## config.mk

```make
export PLATFORM = sky130hd
export DESIGN_NAME = pipe_scheduler
export DESIGN_NICKNAME = d
export VERILOG_FILES = /design/src/rtl/pipe_scheduler.sv
export SDC_FILE = /design/constraint.sdc
export NUM_CORES = 1
export LEC_CHECK = 0
export CAP_MARGIN = 25
export CELL_PAD_IN_SITES_DETAIL_PLACEMENT = 0
export CELL_PAD_IN_SITES_GLOBAL_PLACEMENT = 1
export CORE_ASPECT_RATIO = 1.4
export CORE_MARGIN = 2
export CORE_UTILIZATION = 44
export DETAILED_ROUTE_END_ITERATION = 10
export GPL_TIMING_DRIVEN = 0
export PLACE_DENSITY = 0.91
export SETUP_SLACK_MARGIN = 0.3
export SLEW_MARGIN = 10
export SYNTH_ARGS = -nofsm -noshare
export SYNTH_HDL_FRONTEND = slang
export SYNTH_SLANG_ARGS = --single-unit
```

## constraint.sdc

```tcl
create_clock -name CLK -period 4.7 [get_ports CLK]
set_input_delay 0.47 -clock CLK [delete_from_list [all_inputs] [get_ports CLK]]
set_output_delay 0.47 -clock CLK [all_outputs]
set_load 0.1 [all_outputs]
```

## src/rtl/pipe_scheduler.sv

```systemverilog
// Purpose: spawns, scrolls, scores and collision-checks up to three pipes per VGA frame.
// Latency: frame_tick at cycle N -> pipe positions at N+1, score/hit/upd_done at N+2.
// Backpressure: none; frame_tick outside RUN is dropped (not queued), FROZEN holds all outputs.
module pipe_scheduler #(
  parameter int unsigned SCREEN_W = 640,
  parameter int unsigned SCREEN_H = 480,
  parameter int unsigned PIPE_W   = 60,
  parameter int unsigned GAP_H    = 120,
  parameter int unsigned GAP_MIN  = 40,
  parameter int unsigned SPACING  = 220,
  parameter int unsigned SPEED    = 2,
  parameter int unsigned BIRD_X   = 160,
  parameter int unsigned BIRD_W   = 20,
  parameter int unsigned BIRD_H   = 20
) (
  input  logic        CLK,
  input  logic        SW,
  input  logic        frame_tick,
  input  logic [2:0]  state,
  input  logic [9:0]  bird_y,
  output logic [2:0]  pipe_valid,
  output logic [32:0] pipe_x,
  output logic [29:0] gap_y,
  output logic        hit,
  output logic [7:0]  score,
  output logic        upd_done
);

  // Game-state encodings driven by the game controller.
  localparam logic [2:0] GS_BEGIN = 3'b100;
  localparam logic [2:0] GS_DOWN  = 3'b001;
  localparam logic [2:0] GS_UP    = 3'b010;
  localparam logic [2:0] GS_DEAD  = 3'b011;

  // Geometry constants sized to the arithmetic they take part in.
  localparam logic [10:0] SCR_W   = 11'(SCREEN_W);
  localparam logic [10:0] SPC     = 11'(SPACING);
  localparam logic [10:0] SPD     = 11'(SPEED);
  localparam logic [11:0] PW12    = 12'(PIPE_W);
  localparam logic [11:0] BX12    = 12'(BIRD_X);
  localparam logic [11:0] BIRD_R  = 12'(BIRD_X + BIRD_W);
  localparam logic [10:0] GH11    = 11'(GAP_H);
  localparam logic [10:0] BH11    = 11'(BIRD_H);
  localparam logic [10:0] SCR_H11 = 11'(SCREEN_H);
  localparam logic [9:0]  GMIN    = 10'(GAP_MIN);

  typedef enum logic [2:0] {S_IDLE, S_RUN, S_MOVE, S_CHECK, S_FROZEN} fsm_e;

  fsm_e             fsm_q, fsm_d;
  logic [2:0]       valid_q, valid_d;
  logic [2:0][10:0] x_q, x_d;
  logic [2:0][9:0]  gap_q, gap_d;
  logic [2:0]       scored_q, scored_d;
  logic [10:0]      cnt_q, cnt_d;
  logic [7:0]       score_q, score_d;
  logic             hit_q, hit_d;
  logic             dead_q, dead_d;
  logic             upd_q, upd_d;
  logic [7:0]       lfsr_q, lfsr_d;

  logic [2:0]       passed;
  logic [2:0]       collide;
  logic [10:0]      bird_bot;
  logic             ground;
  logic             free_found;

  // Two-digit BCD increment, 99 wraps to 00.
  function automatic logic [7:0] bcd_inc(input logic [7:0] v);
    logic [7:0] r;
    if (v[3:0] == 4'd9) r = (v[7:4] == 4'd9) ? 8'h00 : {v[7:4] + 4'd1, 4'd0};
    else                r = {v[7:4], v[3:0] + 4'd1};
    return r;
  endfunction

  // Game FSM state register.
  always_ff @(posedge CLK) begin
    if (SW) fsm_q <= S_IDLE;
    else    fsm_q <= fsm_d;
  end

  // Next FSM state; a BEGIN request overrides everything, a death seen mid-update freezes after CHECK.
  always_comb begin
    fsm_d = fsm_q;
    if (state == GS_BEGIN) begin
      fsm_d = S_IDLE;
    end else begin
      case (fsm_q)
        S_IDLE:   if (state == GS_DOWN || state == GS_UP) fsm_d = S_RUN;
        S_RUN:    if (state == GS_DEAD) fsm_d = S_FROZEN;
                  else if (frame_tick) fsm_d = S_MOVE;
        S_MOVE:   fsm_d = S_CHECK;
        S_CHECK:  fsm_d = (dead_q || state == GS_DEAD) ? S_FROZEN : S_RUN;
        S_FROZEN: fsm_d = S_FROZEN;
        default:  fsm_d = S_IDLE;
      endcase
    end
  end

  // Per-slot geometry on the current (post-move) positions: passed the bird, or overlapping it outside the gap.
  always_comb begin
    bird_bot = {1'b0, bird_y} + BH11;
    ground   = (bird_bot >= SCR_H11);
    for (int i = 0; i < 3; i++) begin
      passed[i]  = ({1'b0, x_q[i]} + PW12) < BX12;
      collide[i] = valid_q[i]
                 && ({1'b0, x_q[i]} < BIRD_R)
                 && (({1'b0, x_q[i]} + PW12) > BX12)
                 && ((bird_y < gap_q[i]) || (bird_bot > ({1'b0, gap_q[i]} + GH11)));
    end
  end

  // Datapath next state: clear in IDLE, scroll/spawn in MOVE, score/collide in CHECK, hold otherwise.
  always_comb begin
    valid_d    = valid_q;
    x_d        = x_q;
    gap_d      = gap_q;
    scored_d   = scored_q;
    cnt_d      = cnt_q;
    score_d    = score_q;
    hit_d      = hit_q;
    dead_d     = dead_q;
    upd_d      = 1'b0;
    free_found = 1'b0;
    lfsr_d     = {lfsr_q[6:0], lfsr_q[7] ^ lfsr_q[5] ^ lfsr_q[4] ^ lfsr_q[3]};

    if (state == GS_BEGIN || fsm_q == S_IDLE) begin
      valid_d  = '0;
      scored_d = '0;
      score_d  = 8'h00;
      hit_d    = 1'b0;
      dead_d   = 1'b0;
      cnt_d    = SPC;
    end else if (fsm_q == S_MOVE) begin
      // A slot whose left edge would wrap below zero is retired before it moves.
      for (int i = 0; i < 3; i++) begin
        if (valid_q[i]) begin
          if (x_q[i] < SPD) begin
            valid_d[i]  = 1'b0;
            scored_d[i] = 1'b0;
          end else begin
            x_d[i] = x_q[i] - SPD;
          end
        end
      end
      // Spawn decision uses the pre-increment distance; a freshly retired slot is reusable at once.
      if (cnt_q >= SPC) begin
        for (int i = 0; i < 3; i++) begin
          if (!free_found && !valid_d[i]) begin
            free_found  = 1'b1;
            valid_d[i]  = 1'b1;
            scored_d[i] = 1'b0;
            x_d[i]      = SCR_W;
            gap_d[i]    = GMIN + {2'b00, lfsr_q};
          end
        end
        cnt_d = free_found ? 11'd0 : SPC;
      end else if (cnt_q + SPD >= SPC) begin
        cnt_d = SPC;
      end else begin
        cnt_d = cnt_q + SPD;
      end
      dead_d = (state == GS_DEAD);
    end else if (fsm_q == S_CHECK) begin
      for (int i = 0; i < 3; i++) begin
        if (valid_q[i] && !scored_q[i] && passed[i]) begin
          scored_d[i] = 1'b1;
          score_d     = bcd_inc(score_d);
        end
      end
      hit_d  = hit_q | (|collide) | ground;
      upd_d  = 1'b1;
      dead_d = 1'b0;
    end
  end

  // Datapath registers with synchronous reset.
  always_ff @(posedge CLK) begin
    if (SW) begin
      valid_q  <= '0;
      x_q      <= '0;
      gap_q    <= '0;
      scored_q <= '0;
      cnt_q    <= SPC;
      score_q  <= 8'h00;
      hit_q    <= 1'b0;
      dead_q   <= 1'b0;
      upd_q    <= 1'b0;
      lfsr_q   <= 8'h5A;
    end else begin
      valid_q  <= valid_d;
      x_q      <= x_d;
      gap_q    <= gap_d;
      scored_q <= scored_d;
      cnt_q    <= cnt_d;
      score_q  <= score_d;
      hit_q    <= hit_d;
      dead_q   <= dead_d;
      upd_q    <= upd_d;
      lfsr_q   <= lfsr_d;
    end
  end

  assign pipe_valid = valid_q;
  assign pipe_x     = x_q;
  assign gap_y      = gap_q;
  assign hit        = hit_q;
  assign score      = score_q;
  assign upd_done   = upd_q;

endmodule

```

**Run 1: I/O nets highlighted**

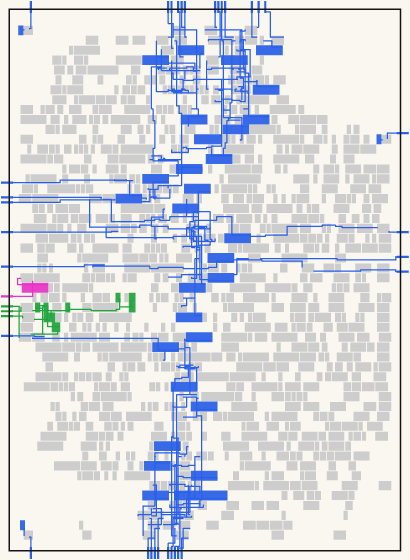
Key: blue = pipe_x [bits 33, direction output, edge 13 north, 10 south, 6 west, 4 east, end cells 33, buffers 33, wire 1940 um]; magenta = upd_done [bits 1, direction output, edge west, end cells 1, buffers 1, wire 20.9 um]; green = state [bits 3, direction input, edge west, end cells 8, buffers 3, wire 89.0 um]
I/O Buffers: 83
Boundary Pins: 92

**Run 1: wiring heat map**

The bar under the picture is 20 um long. 21 x 30 tiles, from dark purple (low) to yellow (high), scaled to the fullest tile. Values are wire area over tile area, all layers added.
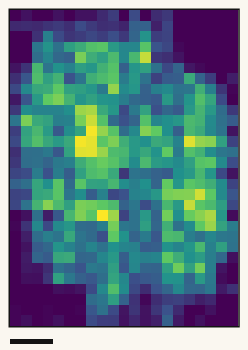
The mean over all tiles is 0.18. 14% of the tiles are nearly empty. 33% of the tiles are over half the peak. The fullest tile reaches 0.49.

==> results_dict.tcl, run 1 <==
# yosys + openroad results
set metrics [dict create \
    fin_cells 1128 \
    critPathCaptureType "flop" \
    status "finished, final reports clean" \
    worstPathCellList "clkbuf_1 > o311ai_0 > and3_1 > xnor2_1 > ha_1 > nand2_1 > xor2_1 > or3_4 > o31ai_4 > nor4b_2 > o21ai_1 > a21oi_1" \
    critPathMaxStageDelay_ns 0.74 \
    post_cts_buffers 0 \
    initial_core_util_pct 45.2 \
    layout_top_cell "dfxtp_1" \
    die_w_um 107 \
    cp.required_ns 4.97 \
    maxCapViolCount 0 \
    ys_sh_aoi_pct 18.2 \
    grt_overflow 0 \
    slew_headroom_pct 32.8 \
    grt_pass1_vias 5915 \
    placement.cell_area_um2 7640 \
    yosys_cells 836 \
    synthArstFlopShare_pct 0 \
    cts_max_path_buffers 2 \
    ys_sh_simple_pct 26.1 \
    edf_count 0 \
    path_class "flop to flop" \
    hold_depth 2 \
    globalRouteMet2Util_pct 42.6 \
    power.density_cell_area_nw_per_um2 235 \
    cts_tree "built" \
    cts.sinks 95 \
    hp-start "dead_q" \
    diodes 0 \
    place_congestion 0.930 \
    vias 6285 \
    grt_max_degree 17 \
    antenna_found_initial 0 \
    rrSetupSlack_ns 1.11 \
    yosysWarnings 0 \
    viasPerCell 5.57 \
    startpoint_type "flop" \
    vdd_ir_drop_max_mv 0.174 \
    postSynthSeqShare_pct 29.0 \
    whs_ns 0.490 \
    first_iter_violations 332 \
    top_usage_layer "met2" \
    hold_viol_final 0 \
    dieHeight_um 148 \
    yosysUniqueCellTypes 65 \
    use_met3_pct 2.80 \
    cp_slowest_cell "o311ai_0" \
    avgSynthCellArea_um2 7.84 \
    synth_top_flop_cell "dfxtp_1" \
    ys_sh_xor_pct 6.76 \
    hold_class "flop to flop" \
    nets 1015 \
    r2r.worst_path.cells 12 \
    grt_setup_unrepaired "false" \
    drc 0 \
    dp_cells 1113 \
    first_pass_iters 5 \
    fmax_ghz 0.278 \
    period_minus_slack_ns 3.59 \
    syn_inst 836 \
    fa_ha_area_share_pct 12.5 \
]
**Run 1: track usage over the die**

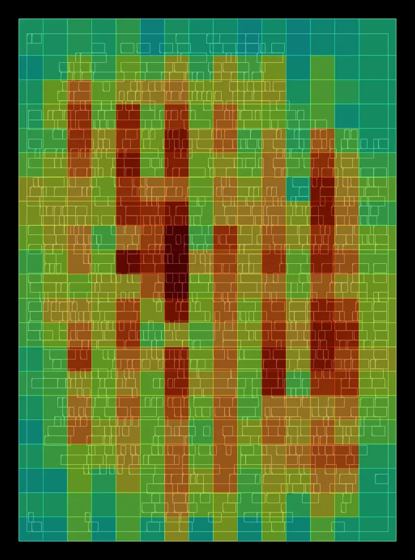
GRT Overall Usage: 23.1%
met1 usage: 26.6%
routed length per instance: 16.1 um

**Run 1: cell sizes after repair**

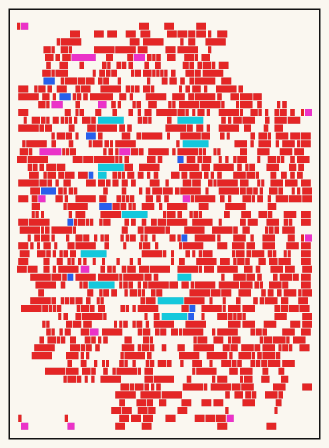
Key: cyan = x6 and larger [cells 11, share 1.2%, most used clkbuf_16]; red = x1 and smaller [cells 900, share 96%, most used dfxtp_1]; blue = x2 [cells 12, share 1.3%, most used or2_2]; magenta = x3 and x4 [cells 16, share 1.7%, most used buf_4]

==> run 1: critical path: cells and delay by family (launching register included) <==
kind                       cells  cell delay, ns
buffers and inverters          1            0.18
and+or+nand+nor                4            1.10
adders and majority gates      1            0.27
xor gates and xnor gates       2            0.37
AOI/OAI and AO/OA              4            1.29
DFF                            1            0.31
==> run 1: per-layer routing <==
metal	up-vias	wire length [um]	share of wire, %
met5	-	0	0
met4	0	629	3.5
met3	40	699	3.8
met2	148	9300	51
met1	2929	7580	42
li1	3168	-	-
==> run 1: cells in the mapped netlist, types with 14 or more instances <==
master | count | area [um^2]
inv_1 | 40 | 150
xor2_1 | 14 | 123
clkbuf_1 | 20 | 75.1
xnor2_1 | 34 | 298
nand3_1 | 27 | 135
mux2i_1 | 17 | 170
a21oi_1 | 60 | 300
nor2b_1 | 15 | 93.8
nand2_1 | 91 | 342
nor3_1 | 31 | 155
dfxtp_1 | 95 | 1900
nor2_1 | 93 | 349
ha_1 | 64 | 801
o21ai_0 | 51 | 255
a211oi_1 | 18 | 135
==> run 1: metrics by stage <==
| step | util [%] | setup WS [ns] |
|---|---|---|
| 2_1_floorplan | - | 1.03 |
| 3_3_place_gp | 52.7 | 0.912 |
| 3_5_place_dp | 52.7 | 0.952 |
| 4_1_cts | 54.6 | 1.13 |
| 5_1_grt | 54.6 | 0.785 |
| 6_report | 54.6 | 1.11 |
==> run 1: how the worst max path moves through the flow <==
stage                    end  depth (start not counted)  startpoint  slack (ns)
floorplan           score[6]                         11   pipe_x[7]        1.03
global placement         hit                         11   bird_y[3]        0.91
detailed placement       hit                         11   bird_y[2]        0.95
CTS                 score[7]                         11   pipe_x[7]        1.13
global route        score[7]                         12   pipe_x[3]        0.78
finish              score[7]                         12   pipe_x[3]        1.11
==> run 1: cell type report <==
| class | count | area, um^2 |
|---|---|---|
| Clock buffer | 10 | 239 |
| Sequential cell | 95 | 1900 |
| Tap cell | 189 | 236 |
| Fill cell | 1416 | 6590 |
| Buffer | 30 | 140 |
| Multi-Input combinational cell | 676 | 4380 |
| Inverter | 40 | 150 |
| Clock inverter | 5 | 42.5 |
| Timing Repair Buffer | 83 | 831 |
==> run 1: power by group <==
part	internal, mW	switching (mW)	total, mW
Clock	0.375	0.324	0.699
Sequential	0.821	0.0234	0.844
Combinational	0.111	0.207	0.318
==> run 1: kinds of logic (layout without fill, tap and decap cells) <==
| family | after synthesis | in the layout |
|---|---|---|
| AND/OR/NAND/NOR | 345 | 345 |
| AND-OR/OR-AND | 191 | 191 |
| flip-flops | 95 | 95 |
| buffers and inverters | 70 | 168 |
| adder cells (fa/ha/maj) | 66 | 66 |
| XOR/XNOR | 49 | 49 |
| multiplexers | 19 | 19 |
| other | 1 | 6 |
==> run 1: state kept, by name (all words and copies together) (netlist names), 3 cells and up <==
name        flops
score           8
fsm_q           3
scored_q        3
lfsr_q          8
cnt_q          10
pipe_x         30
gap_y          27
pipe_valid      3
**Run 1: placed cells, one colour a class**

The bar under the picture is 20 um long.
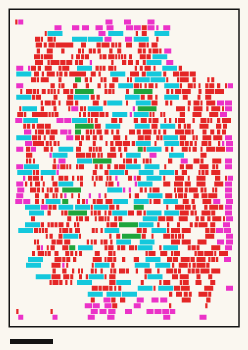

==> inputs of run 2 (changes only) <==
--- a/config.mk
+++ b/config.mk
@@ -10,10 +10,10 @@
 export CELL_PAD_IN_SITES_GLOBAL_PLACEMENT = 1
 export CORE_ASPECT_RATIO = 1.4
 export CORE_MARGIN = 2
-export CORE_UTILIZATION = 44
+export CORE_UTILIZATION = 37
 export DETAILED_ROUTE_END_ITERATION = 10
 export GPL_TIMING_DRIVEN = 0
-export PLACE_DENSITY = 0.91
+export PLACE_DENSITY = 0.82
 export SETUP_SLACK_MARGIN = 0.3
 export SLEW_MARGIN = 10
 export SYNTH_ARGS = -nofsm -noshare
==> constraint.sdc (replaced) <==
create_clock -name CLK -period 3.1 [get_ports CLK]
set_input_delay 0.31 -clock CLK [delete_from_list [all_inputs] [get_ports CLK]]
set_output_delay 0.31 -clock CLK [all_outputs]
set_load 0.1 [all_outputs]
**Run 2: placed cells, one colour a class**

The bar under the picture is 20 um long.
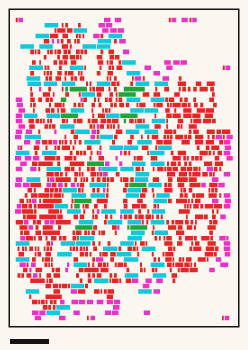
Key: red = remaining logic cells [cells 716, share of their area 59%]; cyan = registers [cells 95, share of their area 24%]; magenta = remaining buffers and delay cells [cells 133, share of their area 14%]; green = clock drivers and dummy loads [cells 16, share of their area 3.5%]

**Run 2: I/O nets highlighted**

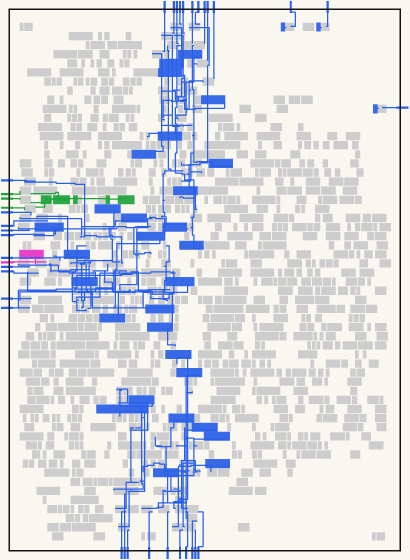

**Run 2: cell sizes after repair**

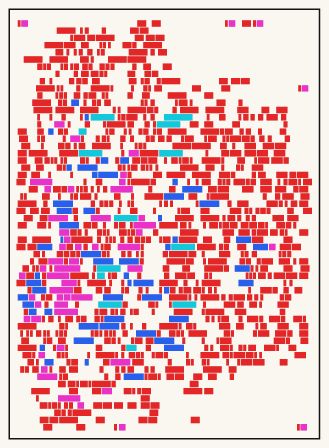
Key: magenta = x3 and x4 [cells 53, share 5.5%, most used buf_4]; cyan = x6 and larger [cells 13, share 1.4%, most used clkbuf_16]; blue = x2 [cells 54, share 5.6%, most used dfxtp_2]; red = x1 and smaller [cells 840, share 88%, most used nor2_1]
PnR worst setup slack: 0.133 ns
Area Overhead vs Synth: 29.0%
post-layout instance area: 8450 um^2

==> run 2 against run 1 <==
Compared with the run above: sequential share of layout area is 1.0 points lower; largest power group unchanged; flip-flop count stayed put; highest routed layer unchanged; fmax is 21% higher; wire length is 8.0% higher; setup slack worse by 0.97 ns; area after synthesis stayed put; combinational power is 58% higher; clock skew is 0.0053 ns higher; critical path depth stayed put.
==> results_dict.tcl, run 2 <==
# yosys + openroad results
set metrics [dict create \
    yosys_cells 836 \
    avgSynthCellArea_um2 7.84 \
    critPathMaxStageDelay_ns 0.57 \
    core_area_um2 17300 \
    grt_usage_pct 21.0 \
    place_congestion 0.881 \
    first_iter_violations 261 \
    vias 6407 \
    final_antenna_net_count 0 \
    final.period_utilization_pct 95.7 \
    fmax_ghz 0.337 \
    synthArstFlopShare_pct 0 \
    power_mw 2.89 \
    most_common_cell "dfxtp_1" \
    nets 1035 \
    ys_top_cells_by_area "dfxtp_1 (29%), ha_1 (12%), nor2_1 (5.3%)" \
    drt-total-wl_um 19700 \
    dieHeight_um 161 \
    p_leak_nw 3.10 \
    grt_setup_unrepaired "true" \
    first_pass_iters 5 \
    hold_viol_final 0 \
    grt_pass1_wl_um 31000 \
    grt_overflow 0 \
    yosys_area_um2 6550 \
    largest_reg_flops 30 \
    cts_max_path_buffers 2 \
    dp_cells 1160 \
    ctsHoldBuffers 0 \
    yosysTopAreaCellShare_pct 29.0 \
    layout_top_cells "nor2_1 (89), nand2_1 (88), clkdlybuf4s50_1 (78)" \
    synth_top_flop_cell "dfxtp_1" \
    placement.cell_area_um2 7780 \
    detailed_place_hpwl_um 15200 \
    clk_pin_slew_ns 0.07 \
    maxCapViolCount 0 \
    startpoint_type "flop" \
    syn_inst 836 \
    cts_tree "built" \
    port_buffers 83 \
    initial_core_util_pct 37.8 \
    ys.flops 95 \
    vdd_ir_drop_max_mv 0.266 \
    cts_root_buf "clkbuf_16" \
    maxSlewViolCount 0 \
    path_max_fanout 5 \
    clock_latency_ns 0.35 \
    setup_viol 0 \
    path_class "flop to flop" \
    fin_worst_skew_ns 0.0119 \
    grt_max_degree 16 \
    power.density_cell_area_nw_per_um2 342 \
    antenna_found_initial 0 \
    openroad.warnings 36 \
    nFillCells 1744 \
    chipArea_um2 18800 \
    hold_class "input port to flop" \
    postSynthSeqShare_pct 29.0 \
    wire_per_inst_um 16.4 \
    layout_top_cell "nor2_1" \
    row_count 57 \
    period_minus_slack_ns 2.97 \
    viasPerCell 5.36 \
    synth_top_cell_by_area "dfxtp_1" \
    diodes 0 \
    fin_cells 1196 \
    grt_pass1_vias 6050 \
    slew_headroom_pct 33.7 \
    cp.required_ns 3.36 \
    yosysWarnings 0 \
    io_pins 92 \
    cp_slowest_cell "or4_4" \
    synth_area_um2 6550 \
    critPathCaptureType "flop" \
    status "finished, final reports clean" \
    die_w_um 116 \
    worstPathCellList "or4_4 > nor3_4 > mux2_4 > ha_4 > nand2_2 > xor2_2 > or3_4 > buf_4 > nor3_2 > nand2_1 > mux2i_1 > a211oi_1" \
    drc 0 \
    yosysUniqueCellTypes 65 \
    yosys-top-cells-count "dfxtp_1 (95), nor2_1 (93), nand2_1 (91)" \
    edf_count 0 \
    cts.sinks 95 \
]
run 2: netlist changes by cell type in the layout (fill, tap and decap cells not counted), sizes merged:
cell,change
dlygate4sd2,+4
bufinv,+1
inv,+1
clkbuf,+1
buf,+20
clkinvlp,-1
dlymetal6s2s,+1
clkinv,-1
clkdlybuf4s50,-5
run 2: final timing paths:
path	startpoint	end	slack, ns	depth (start not counted)
worst max register to register	pipe_x[7]	score[5]	0.13	12
worst min-delay path	SW	lfsr_q[2]	0.44	2
worst min register to register	dead_q	dead_q	0.49	2
worst max-delay path	pipe_x[7]	score[5]	0.13	12
run 2: kinds of logic (layout without fill, tap and decap cells):
kind of cell             after synthesis  after routing  synth area share, %
AND/OR/NAND/NOR                      345            345                 26.1
XOR/XNOR                              49             49                 6.76
multiplexers                          19             19                 2.94
buffers and inverters                 70            189                 4.43
other                                  1              6               0.0572
flip-flops                            95             95                 29.0
adder cells (fa/ha/maj)               66             66                 12.5
AND-OR/OR-AND                        191            191                 18.2
run 2: final cells by class:
class                      count  area, um^2  area share, %
sequential                    95        1940           23.0
clock inverter                 5        56.3          0.666
timing repair buffer         103         982           11.6
inverter                      40         150           1.78
buffer                        30         146           1.73
clock buffer                  11         233           2.75
multi-input combinational    676        4640           55.0
tap                          236         295           3.49
run 2: what timing repair did:
item,in CTS,in global routing
hold endpoints to repair,0,0
gates resized,38,17
pin swaps,12,13
endpoints found under the setup margin,61,37
buffers inserted,17,3
run 2: metal layers:
metal	vias to the layer above	global-route usage [%]	share of wire, %
met5	-	0	0
met4	0	8.87	3.6
met3	51	2.29	3.8
met2	168	38.4	52
met1	2981	24.2	40
li1	3207	-	-
run 2: critical path: cells and delay by family, from the launching register on:
kind	cells	cell delay, ns
flops	1	0.36
xor+xnor	1	0.07
compound gates	1	0.23
fa+ha+maj	1	0.17
simple gates	6	1.41
mux	2	0.48
buf+inv	1	0.15
run 2: through the flow:
stage | worst slack [ns] | TNS [ns] | hold WS [ns] | utilization, %
5_1_grt | 0.0219 | 0 | 0.475 | 48.8
6_report | 0.133 | 0 | 0.436 | 48.8
2_1_floorplan | 0.0517 | 0 | 0.414 | -
3_5_place_dp | -0.415 | -4.79 | 0.477 | 44.9
4_1_cts | 0.0992 | 0 | 0.446 | 48.2
3_3_place_gp | -0.447 | -5.76 | 0.469 | 44.9
run 2: power breakdown:
part | total [mW] | switching [mW] | internal, mW
Clock | 1.11 | 0.484 | 0.628
Sequential | 1.28 | 0.0366 | 1.24
Combinational | 0.504 | 0.324 | 0.180
**Run 2: wiring heat map**

The bar under the picture is 20 um long. 23 x 32 tiles, from dark purple (low) to yellow (high), scaled to the fullest tile. Values are wire area over tile area, all layers added.
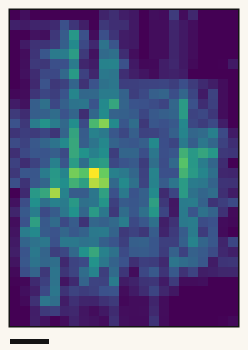

==> inputs of run 3 (changes only) <==
--- a/config.mk
+++ b/config.mk
@@ -19,3 +19,4 @@
 export SYNTH_ARGS = -nofsm -noshare
 export SYNTH_HDL_FRONTEND = slang
 export SYNTH_SLANG_ARGS = --single-unit
+export TNS_END_PERCENT = 20
**Run 3: wiring heat map**

The bar under the picture is 20 um long. 23 x 32 tiles, from dark purple (low) to yellow (high), scaled to the fullest tile. Values are wire area over tile area, all layers added.
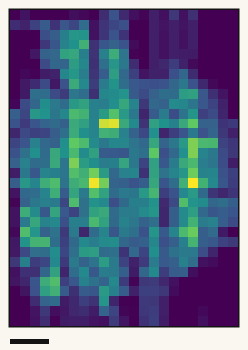
16% of the tiles are over half the peak. The fullest tile reaches 0.57. 16% of the tiles are nearly empty.

**Run 3: track usage over the die**

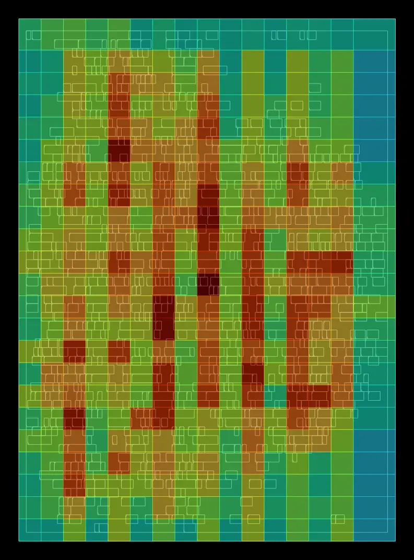
grt met2 use: 38.3%
GRT Overall Usage: 20.7%
GRT busiest layer: met2

**Run 3: I/O nets highlighted**

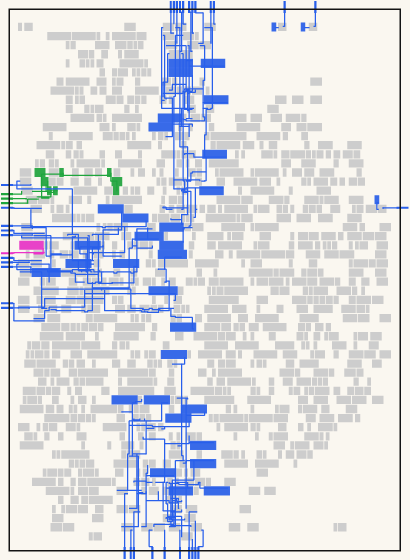
Key: blue = pipe_x [bits 33, direction output, edge 12 north, 10 west, 10 south, 1 east, end cells 33, buffers 34, wire 2030 um]; green = state [bits 3, direction input, edge west, end cells 8, buffers 3, wire 77.2 um]; magenta = upd_done [bits 1, direction output, edge west, end cells 1, buffers 1, wire 14.5 um]

==> run 3 against run 2 <==
Compared with the run above: non-clock buffer count decreased by 6; cell count decreased by 0.50%; sequential share of layout area increased by 0.050 points; wire length decreased by 2.4%; power increased by 3.9%; sequential power about the same; register-to-register slack improved by 0.02 ns; clock power increased by about 10%; critical path depth decreased by 1; flip-flop count unchanged; clock-buffer cell count increased by 1; global-route usage decreased by 0.23 points; largest power group unchanged; highest routed layer unchanged.
==> results_dict.tcl, run 3 <==
# yosys + openroad results
set metrics [dict create \
    final_antenna_net_count 0 \
    path_class "flop to flop" \
    vdd_ir_drop_max_mv 0.266 \
    cts.sinks 95 \
    cts_max_path_buffers 2 \
    cp_slowest_cell "or4_4" \
    drt-total-wl_um 19200 \
    maxSlewViolCount 0 \
    grt_overflow 0 \
    ys_top_cells_by_area "dfxtp_1 (29%), ha_1 (12%), nor2_1 (5.3%)" \
    yosys_cells 836 \
    chipArea_um2 18800 \
    avgSynthCellArea_um2 7.84 \
    hp-start "SW" \
    vias 6279 \
    detailed_place_hpwl_um 15100 \
    cp.required_ns 3.37 \
    die_w_um 116 \
    combinationalPowerShare_pct 16.6 \
    yosys-top-cells-count "dfxtp_1 (95), nor2_1 (93), nand2_1 (91)" \
    fin_ws_ns 0.157 \
    use_met3_pct 2.03 \
    grt_pass1_vias 6133 \
    grt_pass1_wl_um 30900 \
    fin_cells 1190 \
    maxCapViolCount 0 \
    setup_viol 0 \
    power.density_cell_area_nw_per_um2 357 \
    postSynthSeqShare_pct 29.0 \
    internal-power_mw 2.17 \
    ctsHoldBuffers 0 \
    core_area_um2 17300 \
    diodes 0 \
    first_iter_violations 256 \
    wire_per_inst_um 16.1 \
    edf_count 0 \
    startpoint "pipe_x[7]" \
    yosysTopAreaCellShare_pct 29.0 \
    path_max_fanout 4 \
    yosys_area_um2 6550 \
    nets 1029 \
    timing.rr.start "pipe_x[7]" \
    swShare_pct 27.7 \
    status "finished, final reports clean" \
    power_frac_seq_pct 42.5 \
]
## run 3: cell counts after synthesis
Identical to the previous run, type by type.
## run 3: through the flow
step / TNS [ns] / area, um^2
after floorplan: 0 / 6650
after global placement: -3.27 / 7780
after CTS: 0 / 8320
final: 0 / 8410
after global routing: 0 / 8410
after detailed placement: -3.58 / 7780
## run 3: logic make-up (layout without fill, tap and decap cells)
| kind of cell | count (synthesis) | count (layout) | synth area share (%) |
|---|---|---|---|
| buffers and inverters | 70 | 183 | 4.43 |
| flip-flops | 95 | 95 | 29.0 |
| AND-OR/OR-AND | 191 | 191 | 18.2 |
| adder cells (fa/ha/maj) | 66 | 66 | 12.5 |
| other | 1 | 6 | 0.0572 |
| AND/OR/NAND/NOR | 345 | 345 | 26.1 |
| XOR/XNOR | 49 | 49 | 6.76 |
| multiplexers | 19 | 19 | 2.94 |
## run 3: path summary, 6_finish.rpt
check	endpoint	slack, ns	cells past startpoint
setup / recovery	score[7]	0.16	11
hold / removal	lfsr_q[2]	0.46	2
setup reg to reg	score[7]	0.16	11
hold reg to reg	gap_y[11]	0.48	2
## run 3: power by group through the flow
stage                     clock [mW]  sequential (mW)  combinational, mW
after floorplan                    0             1.34              0.305
after detailed placement           0             1.31              0.480
after global placement             0             1.31              0.477
after CTS                       1.26             1.28              0.497
after global routing            1.29             1.28              0.552
final                           1.23             1.28              0.500
## run 3: routing by layer
layer / vias to the layer above / share of wire (%) / wire [um]
li1: 3195 / - / -
met3: 40 / 2.9 / 550
met4: 0 / 3.2 / 621
met1: 2904 / 41 / 7860
met2: 140 / 53 / 10200
met5: - / 0 / 0
## run 3: cell type report
class,instances,share of cell area [%]
Sequential cell,95,23.1
Multi-Input combinational cell,676,54.8
Inverter,40,1.78
Tap cell,236,3.51
Clock inverter,4,0.907
Buffer,30,1.77
Clock buffer,12,3.05
Timing Repair Buffer,97,11.1
## run 3: repair_timing
item | CTS | global route
pin swaps | 9 | 8
setup endpoints to repair | 59 | 50
buffers inserted | 9 | 5
resized | 27 | 20
## run 3: worst max-delay path: cells and delay by family, from the launching register on
family / cells / cell delay, ns
XOR/XNOR: 1 / 0.07
AND-OR/OR-AND: 3 / 0.47
multiplexers: 1 / 0.34
adder cells (fa/ha/maj): 1 / 0.18
AND/OR/NAND/NOR: 5 / 1.45
flip-flops: 1 / 0.36
Power is estimated from default activity; no workload was simulated.
